**config.mk**
```make
export PLATFORM = sky130hd
export DESIGN_NAME = serial_subtractor_flat
export DESIGN_NICKNAME = d
export VERILOG_FILES = /design/src/rtl/serial_subtractor_if.sv /design/src/rtl/serial_subtractor.sv /design/src/flat_wrapper.sv
export SDC_FILE = /design/constraint.sdc
export NUM_CORES = 1
export LEC_CHECK = 0
export CAP_MARGIN = 20
export CELL_PAD_IN_SITES_DETAIL_PLACEMENT = 1
export CELL_PAD_IN_SITES_GLOBAL_PLACEMENT = 1
export CORE_UTILIZATION = 43
export CTS_CLUSTER_SIZE = 10
export DETAILED_ROUTE_END_ITERATION = 16
export GPL_TIMING_DRIVEN = 1
export PLACE_DENSITY = 0.93
export SLEW_MARGIN = 5
export SYNTH_ARGS = -nofsm -noshare
export SYNTH_HDL_FRONTEND = slang
export SYNTH_SLANG_ARGS = --single-unit
```
**constraint.sdc**
```tcl
create_clock -name clk_in -period 3.15 [get_ports clk_in]
set_clock_uncertainty 0.2 [all_clocks]
set_input_delay 0.63 -clock clk_in [delete_from_list [all_inputs] [get_ports clk_in]]
set_output_delay 0.63 -clock clk_in [all_outputs]
set_load 0.01 [all_outputs]
```
**src/rtl/serial_subtractor_if.sv**
```systemverilog
// ---------------------------------------------------------------------------
// serial_subtractor_if
// Handshake and data bundle for the bit-serial subtractor.
//   start_in   : request a subtraction (driven by the master)
//   A_in, B_in : minuend / subtrahend, captured when a start is accepted
//   busy_out   : high while operand bits are being processed
//   done_out   : one-cycle pulse when Diff_out/Borrow_out are fresh
//   Diff_out   : (A_in - B_in) mod 2^WIDTH, held until the next result
//   Borrow_out : final borrow, 1 when A_in < B_in (unsigned)
//   Bit_out    : current serial difference bit, meaningful while busy_out=1
// Modports: master = requester side, slave = subtractor side.
// ---------------------------------------------------------------------------
interface serial_subtractor_if #(
  parameter int WIDTH = 8
);
  logic             start_in;
  logic [WIDTH-1:0] A_in;
  logic [WIDTH-1:0] B_in;
  logic             busy_out;
  logic             done_out;
  logic [WIDTH-1:0] Diff_out;
  logic             Borrow_out;
  logic             Bit_out;

  modport master (
    output start_in, A_in, B_in,
    input  busy_out, done_out, Diff_out, Borrow_out, Bit_out
  );

  modport slave (
    input  start_in, A_in, B_in,
    output busy_out, done_out, Diff_out, Borrow_out, Bit_out
  );
endinterface

```
**src/rtl/serial_subtractor.sv**
```systemverilog
// ---------------------------------------------------------------------------
// serial_subtractor
// Bit-serial WIDTH-bit subtractor: computes A_in - B_in LSB first, one bit
// per clock, through a single full-subtractor cell and one borrow flop.
//   clk_in   : system clock, rising-edge active
//   rst_n_in : asynchronous active-low reset
//   bus      : serial_subtractor_if slave modport (start/operands in,
//              busy/done/result/serial bit out)
// A start is accepted in IDLE or DONE; the result appears WIDTH+1 cycles
// later together with a one-cycle done pulse. Back-to-back operation from
// DONE gives one result every WIDTH+1 cycles.
// ---------------------------------------------------------------------------
module serial_subtractor #(
  parameter int WIDTH = 8
) (
  input  logic               clk_in,
  input  logic               rst_n_in,
  serial_subtractor_if.slave bus
);

  localparam int             CW       = (WIDTH > 1) ? $clog2(WIDTH) : 1;
  localparam logic [CW-1:0]  CNT_LAST = CW'(WIDTH - 1);

  typedef enum logic [1:0] {
    ST_IDLE = 2'd0,
    ST_RUN  = 2'd1,
    ST_DONE = 2'd2
  } state_t;

  // Full-subtractor difference bit.
  function automatic logic fs_diff(input logic a, input logic b, input logic bor);
    return a ^ b ^ bor;
  endfunction

  // Full-subtractor borrow-out.
  function automatic logic fs_borrow(input logic a, input logic b, input logic bor);
    return (~a & b) | (~(a ^ b) & bor);
  endfunction

  state_t           state_r;
  state_t           state_next_s;
  logic [WIDTH-1:0] sh_a_r;
  logic [WIDTH-1:0] sh_b_r;
  // Only the first WIDTH-1 difference bits need storing; the last bit goes
  // straight into diff_r on the final edge.
  logic [WIDTH-2:0] res_r;
  logic [WIDTH-2:0] res_next_s;
  logic             bor_r;
  logic [CW-1:0]    cnt_r;
  logic [WIDTH-1:0] diff_r;
  logic             borrow_r;

  logic             accept_s;
  logic             last_s;
  logic             d_s;
  logic             bor_next_s;

  // Bit cell on the current LSBs and borrow, plus the next result shift.
  always_comb begin
    d_s        = fs_diff(sh_a_r[0], sh_b_r[0], bor_r);
    bor_next_s = fs_borrow(sh_a_r[0], sh_b_r[0], bor_r);
    res_next_s = (WIDTH-1)'({d_s, res_r} >> 1);
  end

  // Next-state logic and start acceptance.
  always_comb begin
    state_next_s = state_r;
    accept_s     = 1'b0;
    last_s       = 1'b0;
    case (state_r)
      ST_IDLE: begin
        if (bus.start_in) begin
          state_next_s = ST_RUN;
          accept_s     = 1'b1;
        end else begin
          state_next_s = ST_IDLE;
        end
      end
      ST_RUN: begin
        if (cnt_r == CNT_LAST) begin
          state_next_s = ST_DONE;
          last_s       = 1'b1;
        end else begin
          state_next_s = ST_RUN;
        end
      end
      ST_DONE: begin
        if (bus.start_in) begin
          state_next_s = ST_RUN;
          accept_s     = 1'b1;
        end else begin
          state_next_s = ST_IDLE;
        end
      end
      default: begin
        state_next_s = ST_IDLE;
      end
    endcase
  end

  // State register.
  always_ff @(posedge clk_in or negedge rst_n_in) begin
    if (!rst_n_in) begin
      state_r <= ST_IDLE;
    end else begin
      state_r <= state_next_s;
    end
  end

  // Operand shifters, borrow flop, bit counter and held result.
  always_ff @(posedge clk_in or negedge rst_n_in) begin
    if (!rst_n_in) begin
      sh_a_r   <= {WIDTH{1'b0}};
      sh_b_r   <= {WIDTH{1'b0}};
      res_r    <= {(WIDTH-1){1'b0}};
      bor_r    <= 1'b0;
      cnt_r    <= {CW{1'b0}};
      diff_r   <= {WIDTH{1'b0}};
      borrow_r <= 1'b0;
    end else if (accept_s) begin
      sh_a_r <= bus.A_in;
      sh_b_r <= bus.B_in;
      res_r  <= {(WIDTH-1){1'b0}};
      bor_r  <= 1'b0;
      cnt_r  <= {CW{1'b0}};
    end else if (state_r == ST_RUN) begin
      sh_a_r <= sh_a_r >> 1;
      sh_b_r <= sh_b_r >> 1;
      res_r  <= res_next_s;
      bor_r  <= bor_next_s;
      if (last_s) begin
        // Counter parks on its last value so it never exceeds WIDTH-1,
        // whatever WIDTH is.
        diff_r   <= {d_s, res_r};
        borrow_r <= bor_next_s;
      end else begin
        cnt_r <= cnt_r + CW'(1);
      end
    end
  end

  assign bus.busy_out   = (state_r == ST_RUN);
  assign bus.done_out   = (state_r == ST_DONE);
  assign bus.Diff_out   = diff_r;
  assign bus.Borrow_out = borrow_r;
  // Serial bit is forced low outside RUN so idle shifters never leak out.
  assign bus.Bit_out    = (state_r == ST_RUN) ? d_s : 1'b0;

endmodule

```
**src/flat_wrapper.sv**
```systemverilog
// flat-port wrapper written by rule: the top's interface ports become plain ports
module serial_subtractor_flat 
#(
  parameter int WIDTH = 8
)
  (clk_in, rst_n_in, bus_start_in, bus_A_in, bus_B_in, bus_busy_out, bus_done_out, bus_Diff_out, bus_Borrow_out, bus_Bit_out);
  serial_subtractor_if #(.WIDTH(WIDTH)) bus_i ();
  input  logic clk_in;
  input  logic rst_n_in;
  input wire logic [$bits(bus_i.start_in)-1:0] bus_start_in;
  input wire logic [$bits(bus_i.A_in)-1:0] bus_A_in;
  input wire logic [$bits(bus_i.B_in)-1:0] bus_B_in;
  output wire logic [$bits(bus_i.busy_out)-1:0] bus_busy_out;
  output wire logic [$bits(bus_i.done_out)-1:0] bus_done_out;
  output wire logic [$bits(bus_i.Diff_out)-1:0] bus_Diff_out;
  output wire logic [$bits(bus_i.Borrow_out)-1:0] bus_Borrow_out;
  output wire logic [$bits(bus_i.Bit_out)-1:0] bus_Bit_out;
  assign bus_i.start_in = bus_start_in;
  assign bus_i.A_in = bus_A_in;
  assign bus_i.B_in = bus_B_in;
  assign bus_busy_out = bus_i.busy_out;
  assign bus_done_out = bus_i.done_out;
  assign bus_Diff_out = bus_i.Diff_out;
  assign bus_Borrow_out = bus_i.Borrow_out;
  assign bus_Bit_out = bus_i.Bit_out;
  serial_subtractor #(.WIDTH(WIDTH)) u_core (.clk_in(clk_in), .rst_n_in(rst_n_in), .bus(bus_i));
endmodule
```
### Close-up of the layout, run 1

Region (12, 24) to (52, 64) µm. Cells in gray, sequential cells in the stronger gray; small squares are vias.
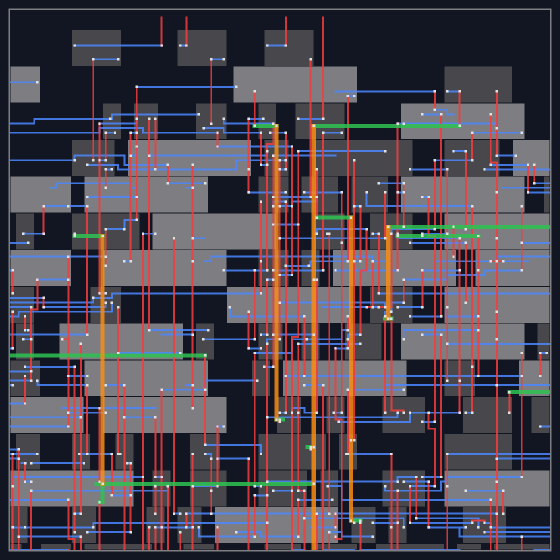
legend:
  orange:
    layer: met4
  green:
    layer: met3
  blue:
    layer: met1
  red:
    layer: met2
sequential cells in the window: 21
netlist names of flops here include: u_core.sh_a_r (7), u_core.res_r (6), u_core.sh_b_r (3)
most frequent: dfrtp_1 (21), inv_1 (13), a21oi_1 (9)
cells with their middle in the window: 77

### Gate families picked out, run 1

(8 px per µm)
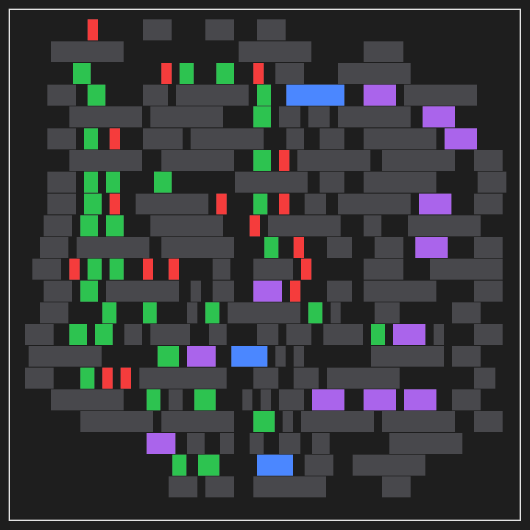
legend:
  red:
    family: inverters
    cells: 17
    most_used: inv_1
  purple:
    family: multiplexers
    cells: 12
    most_used: mux2_2
  green:
    family: inverting AOI/OAI gates
    cells: 33
    most_used: a21oi_1
  blue:
    family: adder and majority cells
    cells: 3
    most_used: ha_1

==> impl_metrics.json, run 1 <==
{
  "hold_ep": "u_core.bus.Borrow_out",
  "grt_antenna_before_repair": 0,
  "cts_hold_buffers": 0,
  "worst_case_clock_buffer_depth": 2,
  "outcome": "completed",
  "postSynthAreaPerCell_um2": 11.4,
  "ys_async_sr_fraction": 1.00,
  "synthesis.instances": 143,
  "global_route.overflow_total": 0,
  "core-area_um2": 3660,
  "count_of_pins_on_the_block_boundary": 31,
  "synth-cells-yosys": 143,
  "yosys.area_share.adder": 0.0275,
  "timing_worst_setup_path_type": "reg2out",
  "timing.final.setup_violations": 0,
  "num-fill-cells": 398,
  "power_w": 0.00212,
  "cts_tree": "done",
  "p_sw_frac": 0.342,
  "synth.distinct_cells": 26,
  "clock_buffers_created_by_tritoncts": 5,
  "crit_chain": "inv_1 > fa_1 > and2_1 > clkdlybuf4s50_1",
  "slew_headroom": 0.593,
  "via_count": 1209,
  "detail_route.drc_violations": 0,
  "log.warning_count": 26,
  "critical_path.max_fanout": 3,
  "fmax_mhz": 348,
  "seqPwrFrac": 0.403,
  "grt_start_max_net_pins": 39,
  "rsz0062_at_grt": "false",
  "fp.dieH_um": 63.7,
  "ao_oa_area_frac": 0.174,
  "ys_seq_share": 0.581,
  "hpwl_um": 2550,
  "max_slew_vio_count": 0,
  "drt-pass1-iter-count": 4,
  "leakagePower_nw": 0.983,
  "n_antenna_cell": 0,
  "p_switching_w": 0.000723,
  "final_period_demand_of_the_worst_path_ns": 2.87,
  "timing.setup.tns_ns": 0,
  "numPortBuffers": 30,
  "timing.hold.worst_path_depth": 2,
  "syn_area_um2": 1640,
  "end_kind": "output port",
  "start_kind": "flip-flop",
  "netlist.top_cell.by_area": "sky130_fd_sc_hd__dfrtp_1",
  "grt_first_pass_wirelength_um": 6150,
  "horizontal_die_dimension_um": 63.7,
  "area_growth_syn_to_layout_pct": 27.5,
  "clk_transition_reported_paths_ns": 0.07,
  "slowest_stage": "sky130_fd_sc_hd__fa_1",
  "final_cell_count_no_fill": 224,
  "critPathArrivalTime_ns": 2.04,
  "worst_hold_path_type": "reg2reg"
}
### Routing congestion map, run 1

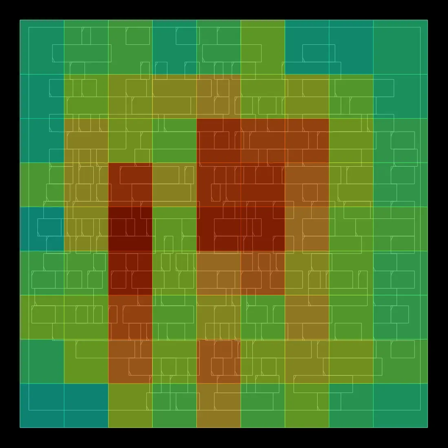
global-route usage over all layers: 0.204
Most Used Layer, Global Route: met2
M3 GR Usage: 0.0453
core utilization of the finished layout: 0.570
GR met2 Demand/Resource: 0.342

### Sequential cells colored by netlist name, run 1

(8 px per µm) Other sequential cells in the stronger gray, the rest of the logic in the fainter gray.
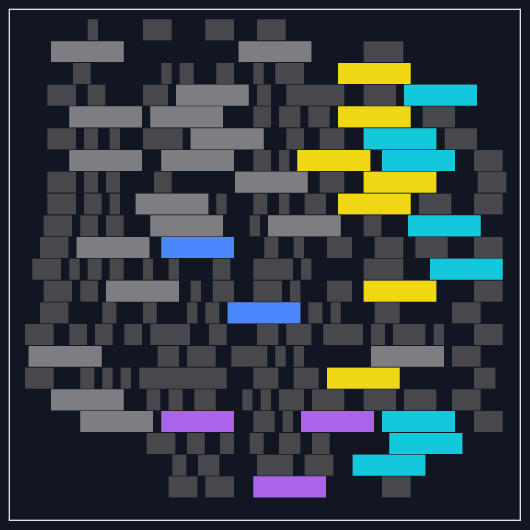
legend:
  purple:
    signal: u_core.cnt_r
    placed_flops: 3
  yellow:
    signal: u_core.res_r
    placed_flops: 7
  blue:
    signal: u_core.state_r
    placed_flops: 2
  cyan:
    signal: u_core.bus.Diff_out
    placed_flops: 8
not colored: 18

[run 1: layer usage]
metal	GRT usage	wire [µm]	up-vias
li1	-	-	557
met1	0.245	1510	599
met2	0.342	1840	41
met3	0.0453	164	12
met4	0.0994	101	0
met5	0	0	-
[run 1: critical path, delay by kind of cell (launching register included)]
kind	cells	cell delay (ns)
buffers and inverters	2	0.63
and+or+nand+nor	1	0.17
DFF	1	0.38
adders and majority gates	1	0.57
[run 1: cells in the final DEF (no fill, tap or decap)]
cell type	instances
sky130_fd_sc_hd__dfrtp_1	38
sky130_fd_sc_hd__clkdlybuf4s50_1	30
sky130_fd_sc_hd__inv_1	17
sky130_fd_sc_hd__a21oi_1	14
sky130_fd_sc_hd__o22ai_1	12
sky130_fd_sc_hd__mux2_2	9
sky130_fd_sc_hd__a22o_1	9
sky130_fd_sc_hd__nand2_1	8
sky130_fd_sc_hd__clkbuf_8	6
sky130_fd_sc_hd__buf_4	4
sky130_fd_sc_hd__nor2b_1	3
sky130_fd_sc_hd__nand3_1	3
sky130_fd_sc_hd__mux2i_1	3
sky130_fd_sc_hd__o21ai_0	3
sky130_fd_sc_hd__nand2b_1	2
sky130_fd_sc_hd__o211ai_1	2
sky130_fd_sc_hd__a21o_1	2
sky130_fd_sc_hd__a211oi_1	2
sky130_fd_sc_hd__ha_1	2
sky130_fd_sc_hd__nand3b_1	1
sky130_fd_sc_hd__nor2_1	1
sky130_fd_sc_hd__and2_1	1
sky130_fd_sc_hd__nor2_2	1
sky130_fd_sc_hd__xor2_1	1
sky130_fd_sc_hd__fa_1	1
sky130_fd_sc_hd__bufinv_16	1
[run 1: metrics by stage]
stage	hold WS, ns	instance area (µm²)	setup WS, ns
floorplan	0.134	1640	1.22
global placement	0.265	1970	0.652
detailed placement	0.272	1970	0.579
CTS	0.288	2090	0.254
global route	0.328	2090	0.221
finish	0.279	2090	0.277
[run 1: registers in the layout (all words and copies together), names as in the netlist]
| signal | count |
|---|---|
| u_core.bus.Diff_out | 8 |
| u_core.sh_a_r | 8 |
| u_core.sh_b_r | 8 |
| u_core.res_r | 7 |
| u_core.cnt_r | 3 |
| u_core.state_r | 2 |
| u_core.bor_r | 1 |
| u_core.bus.Borrow_out | 1 |
[run 1: how the worst max path moves through the flow]
stage / cells past startpoint / start / to
floorplan: 3 / u_core.bor_r / bus_Bit_out
global placement: 4 / u_core.bor_r / bus_Bit_out
detailed placement: 4 / u_core.bor_r / bus_Bit_out
CTS: 4 / u_core.bor_r / bus_Bit_out
global route: 4 / u_core.bor_r / bus_Bit_out
finish: 4 / u_core.bor_r / bus_Bit_out
[run 1: layout make-up]
cell class              instances  area, µm²  share of cell area
clock buffers                   6       82.6              0.0396
inverters                      17       63.8              0.0306
well taps                      48       60.1              0.0288
flip-flops and latches         38        951               0.456
multi-input cells              80        569               0.273
clock inverters                 1       30.0              0.0144
repair buffers                 34        330               0.158
[run 1: power by group through the flow]
stage               clock network, W  logic, W  registers [W]
floorplan                          0  0.000518       0.000842
global placement                   0  0.000776       0.000843
detailed placement                 0  0.000842       0.000863
CTS                         0.000429  0.000857       0.000856
global route                0.000447  0.000931       0.000885
finish                      0.000419  0.000844       0.000853
### M2 wires, run 1

(4 px per µm)
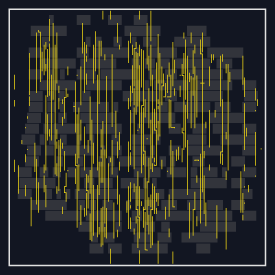

==> inputs of run 2 (changes only) <==
- CAP_MARGIN: 20 -> default
- CORE_UTILIZATION: 43 -> 25
- PLACE_DENSITY: 0.93 -> 0.63
- SKIP_CTS_REPAIR_TIMING: default -> 1
### M2 wires, run 2

(3 px per µm)
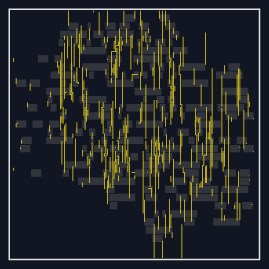
nets with wire on the layer: 164
longest straight run: 29.6 µm
wire length on this layer: 1500 µm
main direction: vertical
share of all routed wire: 44%

==> run 2 against run 1 <==
Critical path type unchanged. Final area rose by 0.66%. Sequential share of layout area shrank 0.30 points. Die size increased by 69%. Critical endpoint unchanged. Count of clock-buffer cells in the layout did not move. Worst hold slack got worse by 0.033 ns. Synthesized cell count unchanged. Register-to-register slack worse by 0.02 ns. Total power fell by 5.5%. Clock power fell by 17%. Maximum frequency up 3.3%. Cell count increased by 13%.
==> impl_metrics.json, run 2 <==
{
  "outcome": "completed",
  "timing.setup.tns_ns": 0,
  "n_antenna_cell": 0,
  "via_count": 1155,
  "seqPwrFrac": 0.421,
  "postSynthAreaPerCell_um2": 11.4,
  "critPathArrivalTime_ns": 1.95,
  "worst_case_clock_buffer_depth": 2,
  "ys_async_sr_fraction": 1.00,
  "global_route.overflow_total": 0,
  "drt-pass1-iter-count": 4,
  "critical_path.max_fanout": 3,
  "clk_transition_reported_paths_ns": 0.07,
  "crit_chain": "inv_1 > fa_1 > and2_1 > clkdlybuf4s50_1",
  "grtUsageTotal": 0.113,
  "synthesis.instances": 143,
  "grt_first_pass_wirelength_um": 6130,
  "fp.dieH_um": 82.9,
  "leakagePower_nw": 0.973,
  "final_period_demand_of_the_worst_path_ns": 2.78,
  "synth-cells-yosys": 143,
  "power_w": 0.00200,
  "log.warning_count": 26,
  "rsz0062_at_grt": "false",
  "detail_route.drc_violations": 0,
  "clock_buffers_created_by_tritoncts": 5,
  "worst_hold_path_type": "in2async",
  "timing.final.setup_violations": 0,
  "start_kind": "flip-flop",
  "max_slew_vio_count": 0,
  "p_sw_frac": 0.343,
  "horizontal_die_dimension_um": 82.9,
  "ys_seq_share": 0.581,
  "area_growth_syn_to_layout_pct": 28.4,
  "numPortBuffers": 30,
  "final_cell_count_no_fill": 254,
  "final_layout_top_logic_cells": "sky130_fd_sc_hd__dfrtp_1 (38), sky130_fd_sc_hd__clkdlybuf4s50_1 (29), sky130_fd_sc_hd__inv_1 (17)",
  "p_switching_w": 0.000686,
  "end_kind": "output port",
  "lay_top_count": "sky130_fd_sc_hd__dfrtp_1",
  "timing_worst_setup_path_type": "reg2out",
  "grt_antenna_before_repair": 0,
  "hpwl_um": 2340,
  "core-area_um2": 6350,
  "slew_headroom": 0.429
}
run 2: cell counts after synthesis:
Identical to the previous run, type by type.
run 2: final timing paths:
path,start,endpoint,slack [ns],cells past startpoint
setup reg to reg,u_core.cnt_r[0],u_core.bus.Diff_out[0],1.21,4
min in group clk_in,u_core.bus.Borrow_out,u_core.bus.Borrow_out,0.29,2
hold reg to reg,u_core.bus.Borrow_out,u_core.bus.Borrow_out,0.29,2
hold / removal,rst_n_in,u_core.bus.Diff_out[3],0.25,1
setup / recovery,u_core.bor_r,bus_Bit_out,0.37,4
max in group asynchronous,rst_n_in,u_core.sh_a_r[0],1.97,1
run 2: layer usage:
layer / GRT usage / vias up / part of all wire
met5: 0 / - / 0
met4: 0.0517 / 0 / 0.022
met3: 0.0368 / 5 / 0.039
met2: 0.163 / 24 / 0.44
met1: 0.154 / 561 / 0.50
li1: - / 565 / -
run 2: area by class of cell:
class	count	area [µm²]	share of cell area
flip-flops and latches	38	951	0.453
well taps	77	96.3	0.0459
clock buffers	6	82.6	0.0393
multi-input cells	80	569	0.271
clock inverters	2	12.5	0.00596
inverters	17	63.8	0.0304
repair buffers	34	325	0.155
run 2: critical path, delay by kind of cell, from the launching register on:
kind                     cells  cell delay (ns)
adder cells (fa/ha/maj)      1             0.54
buffers and inverters        2             0.61
flip-flops                   1             0.37
AND/OR/NAND/NOR              1             0.15
run 2: power groups by stage:
stage	Clock [W]	Combinational (W)	Sequential, W
6_report	0.000349	0.000808	0.000843
5_1_grt	0.000387	0.000915	0.000877
4_1_cts	0.000369	0.000825	0.000848
3_5_place_dp	0	0.000822	0.000854
3_3_place_gp	0	0.000798	0.000847
2_1_floorplan	0	0.000518	0.000842
run 2: cells by family (layout without fill, tap and decap cells):
group,count (synthesis),in the layout,synth area share
flip-flops,38,38,0.581
AND-OR/OR-AND,44,44,0.174
buffers and inverters,25,59,0.0711
XOR/XNOR,1,1,0.00535
AND/OR/NAND/NOR,20,20,0.0612
adder cells (fa/ha/maj),3,3,0.0275
multiplexers,12,12,0.0803
run 2: stage by stage:
step | cell area, µm² | util | setup slack, ns | hold WS, ns
global route | 2100 | 0.331 | 0.269 | 0.306
finish | 2100 | 0.331 | 0.369 | 0.246
global placement | 2010 | 0.316 | 0.686 | 0.276
detailed placement | 2010 | 0.316 | 0.663 | 0.290
floorplan | 1640 | - | 1.22 | 0.134
CTS | 2100 | 0.331 | 0.329 | 0.267
==> inputs of run 3 (changes only) <==
- CAP_MARGIN: default -> 15
- MAX_ROUTING_LAYER: default -> met4
### Routing congestion map, run 3

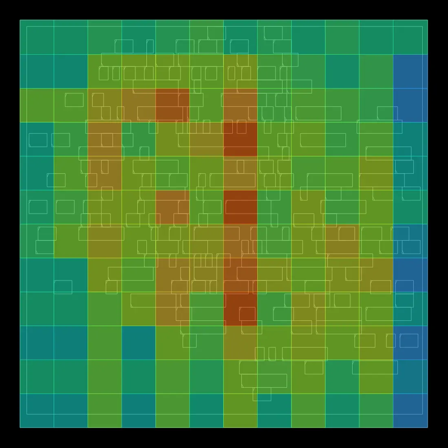
WL per Instance: 13.6 µm
core utilization of the finished layout: 0.331
global-route usage over all layers: 0.116
GR met2 Demand/Resource: 0.163

==> run 3 against run 2 <==
Global-route usage up 0.33 points. Cell count unchanged. Total power about the same. Final area unchanged. First-iteration DRC count unchanged. Count of clock-buffer cells in the layout unchanged. Sequential power about the same. Area after synthesis unchanged. Die size unchanged. Routed wire length unchanged. Combinational power about the same. Synthesized cell count unchanged. Critical path type unchanged. Largest cell class unchanged.
==> impl_metrics.json, run 3 <==
{
  "synthesis.instances": 143,
  "crit_required_ns": 2.32,
  "via_count": 1155,
  "critPathArrivalTime_ns": 1.95,
  "n_antenna_cell": 0,
  "timing_worst_setup_path_type": "reg2out",
  "route.met3.wl_um": 139,
  "netlist.top_cell.by_area": "sky130_fd_sc_hd__dfrtp_1",
  "area_growth_syn_to_layout_pct": 28.4,
  "max_slew_vio_count": 0,
  "count_of_pins_on_the_block_boundary": 31,
  "seqPwrFrac": 0.421,
  "routed_antenna_nets": 0,
  "route.top_layer_used": "met4",
  "fp.dieH_um": 82.9,
  "core-area_um2": 6350,
  "cts-htree-levels": 2,
  "grt_antenna_before_repair": 0,
  "p_sw_frac": 0.343,
  "synth_chip_area_um2": 1640,
  "critical_path.max_fanout": 3,
  "numPortBuffers": 30,
  "tightestPinTransition_ns": 0.857,
  "log.warning_count": 26,
  "rsz0062_at_grt": "false",
  "common_cells": "sky130_fd_sc_hd__dfrtp_1 (38), sky130_fd_sc_hd__inv_1 (17), sky130_fd_sc_hd__a21oi_1 (14)",
  "viasPerCell": 4.55,
  "final_layout_top_logic_cells": "sky130_fd_sc_hd__dfrtp_1 (38), sky130_fd_sc_hd__clkdlybuf4s50_1 (29), sky130_fd_sc_hd__inv_1 (17)",
  "enable_flop_cells": 0,
  "finalWirelength_um": 3450,
  "ir_drop_v": 0.000462,
  "m1WireLength_um": 1740,
  "timing.setup.tns_ns": 0,
  "ys_async_sr_fraction": 1.00,
  "detail_route.drc_violations": 0,
  "global_route.overflow_total": 0,
  "clk_transition_reported_paths_ns": 0.07,
  "drt-pass1-iter-count": 4,
  "slew_headroom": 0.429,
  "postSynthAreaPerCell_um2": 11.4,
  "leakagePower_nw": 0.973,
  "final_period_demand_of_the_worst_path_ns": 2.78,
  "synth.distinct_cells": 26,
  "ys.warnings.count": 0,
  "clock_buffers_created_by_tritoncts": 5,
  "grt_first_pass_wirelength_um": 6130,
  "start_kind": "flip-flop",
  "synth-cells-yosys": 143,
  "cts_sinks": 38,
  "crit_reg_reg_startpoint": "u_core.cnt_r[0]",
  "numSynthFlops": 38,
  "cts_tree": "done",
  "power_density_nw_per_um2": 952,
  "worst_hold_path_type": "in2async",
  "ys_seq_share": 0.581,
  "synthTopCellsByArea": "sky130_fd_sc_hd__dfrtp_1 (58%), sky130_fd_sc_hd__mux2_2 (6.2%), sky130_fd_sc_hd__a22o_1 (4.8%)",
  "timing.final.setup_violations": 0,
  "synth.most_common_cell": "sky130_fd_sc_hd__dfrtp_1",
  "hpwl_um": 2340,
  "horizontal_die_dimension_um": 82.9,
  "end_kind": "output port",
  "layout_worst_path_cycle_share": 0.883,
  "lay_top_count": "sky130_fd_sc_hd__dfrtp_1",
  "drive_above_1_share": 0.130,
  "p_switching_w": 0.000686,
  "combinationalPowerShare": 0.404,
  "worst_case_clock_buffer_depth": 2,
  "fp.dieArea_um2": 6870,
  "num-nets-final": 198,
  "dr_wl_met2_um": 1510,
  "outcome": "completed",
  "first_iter_violations": 67,
  "yosysTopAreaCellShare": 0.581,
  "final.hold.worst_slack_ns": 0.246,
  "crit_path_start": "u_core.bor_r",
  "syn_area_um2": 1640,
  "grt_start_max_net_pins": 39,
  "crit_chain": "inv_1 > fa_1 > and2_1 > clkdlybuf4s50_1"
}
run 3: cell counts after synthesis:
Identical to the previous run, type by type.
run 3: final timing paths:
kind / slack, ns / end / depth (start not counted)
max in group asynchronous: 1.97 / u_core.sh_a_r[0] / 1
hold / removal: 0.25 / u_core.bus.Diff_out[3] / 1
setup reg to reg: 1.21 / u_core.bus.Diff_out[0] / 4
setup / recovery: 0.37 / bus_Bit_out / 4
min in group clk_in: 0.29 / u_core.bus.Borrow_out / 2
hold reg to reg: 0.29 / u_core.bus.Borrow_out / 2
run 3: worst max-delay path: cells and delay by family (launching register included):
family / cells / cell delay [ns]
and+or+nand+nor: 1 / 0.15
DFF: 1 / 0.37
adders and majority gates: 1 / 0.54
buffers and inverters: 2 / 0.61
run 3: final cells by class:
class,instances,area [µm²]
Sequential cell,38,951
Fill cell,698,4250
Inverter,17,63.8
Clock inverter,2,12.5
Timing Repair Buffer,34,325
Multi-Input combinational cell,80,569
Tap cell,77,96.3
Clock buffer,6,82.6
run 3: through the flow:
step	power [W]	std cells	cell area [µm²]	setup slack, ns	utilization
floorplan	0.00136	143	1640	1.22	-
global placement	0.00165	246	2010	0.686	0.316
detailed placement	0.00168	246	2010	0.663	0.316
CTS	0.00204	254	2100	0.329	0.331
global route	0.00218	254	2100	0.269	0.331
finish	0.00200	254	2100	0.368	0.331
run 3: kinds of logic after synthesis:
family / Yosys count / synth area share
buf+inv: 25 / 0.0711
simple gates: 20 / 0.0612
mux: 12 / 0.0803
fa+ha+maj: 3 / 0.0275
flops: 38 / 0.581
xor+xnor: 1 / 0.00535
compound gates: 44 / 0.174
run 3: layer usage:
layer,up-vias,global-route usage
met2,24,0.163
met1,561,0.154
met4,0,0.0517
met3,5,0.0368
met5,-,-
li1,565,-
run 3: power by group through the flow:
stage | clock network [W] | logic, W | registers (W)
3_5_place_dp | 0 | 0.000822 | 0.000854
3_3_place_gp | 0 | 0.000798 | 0.000847
4_1_cts | 0.000369 | 0.000825 | 0.000848
6_report | 0.000350 | 0.000808 | 0.000843
2_1_floorplan | 0 | 0.000518 | 0.000842
5_1_grt | 0.000387 | 0.000915 | 0.000877
No activity file was given, so power comes from the tool's default toggle rates.
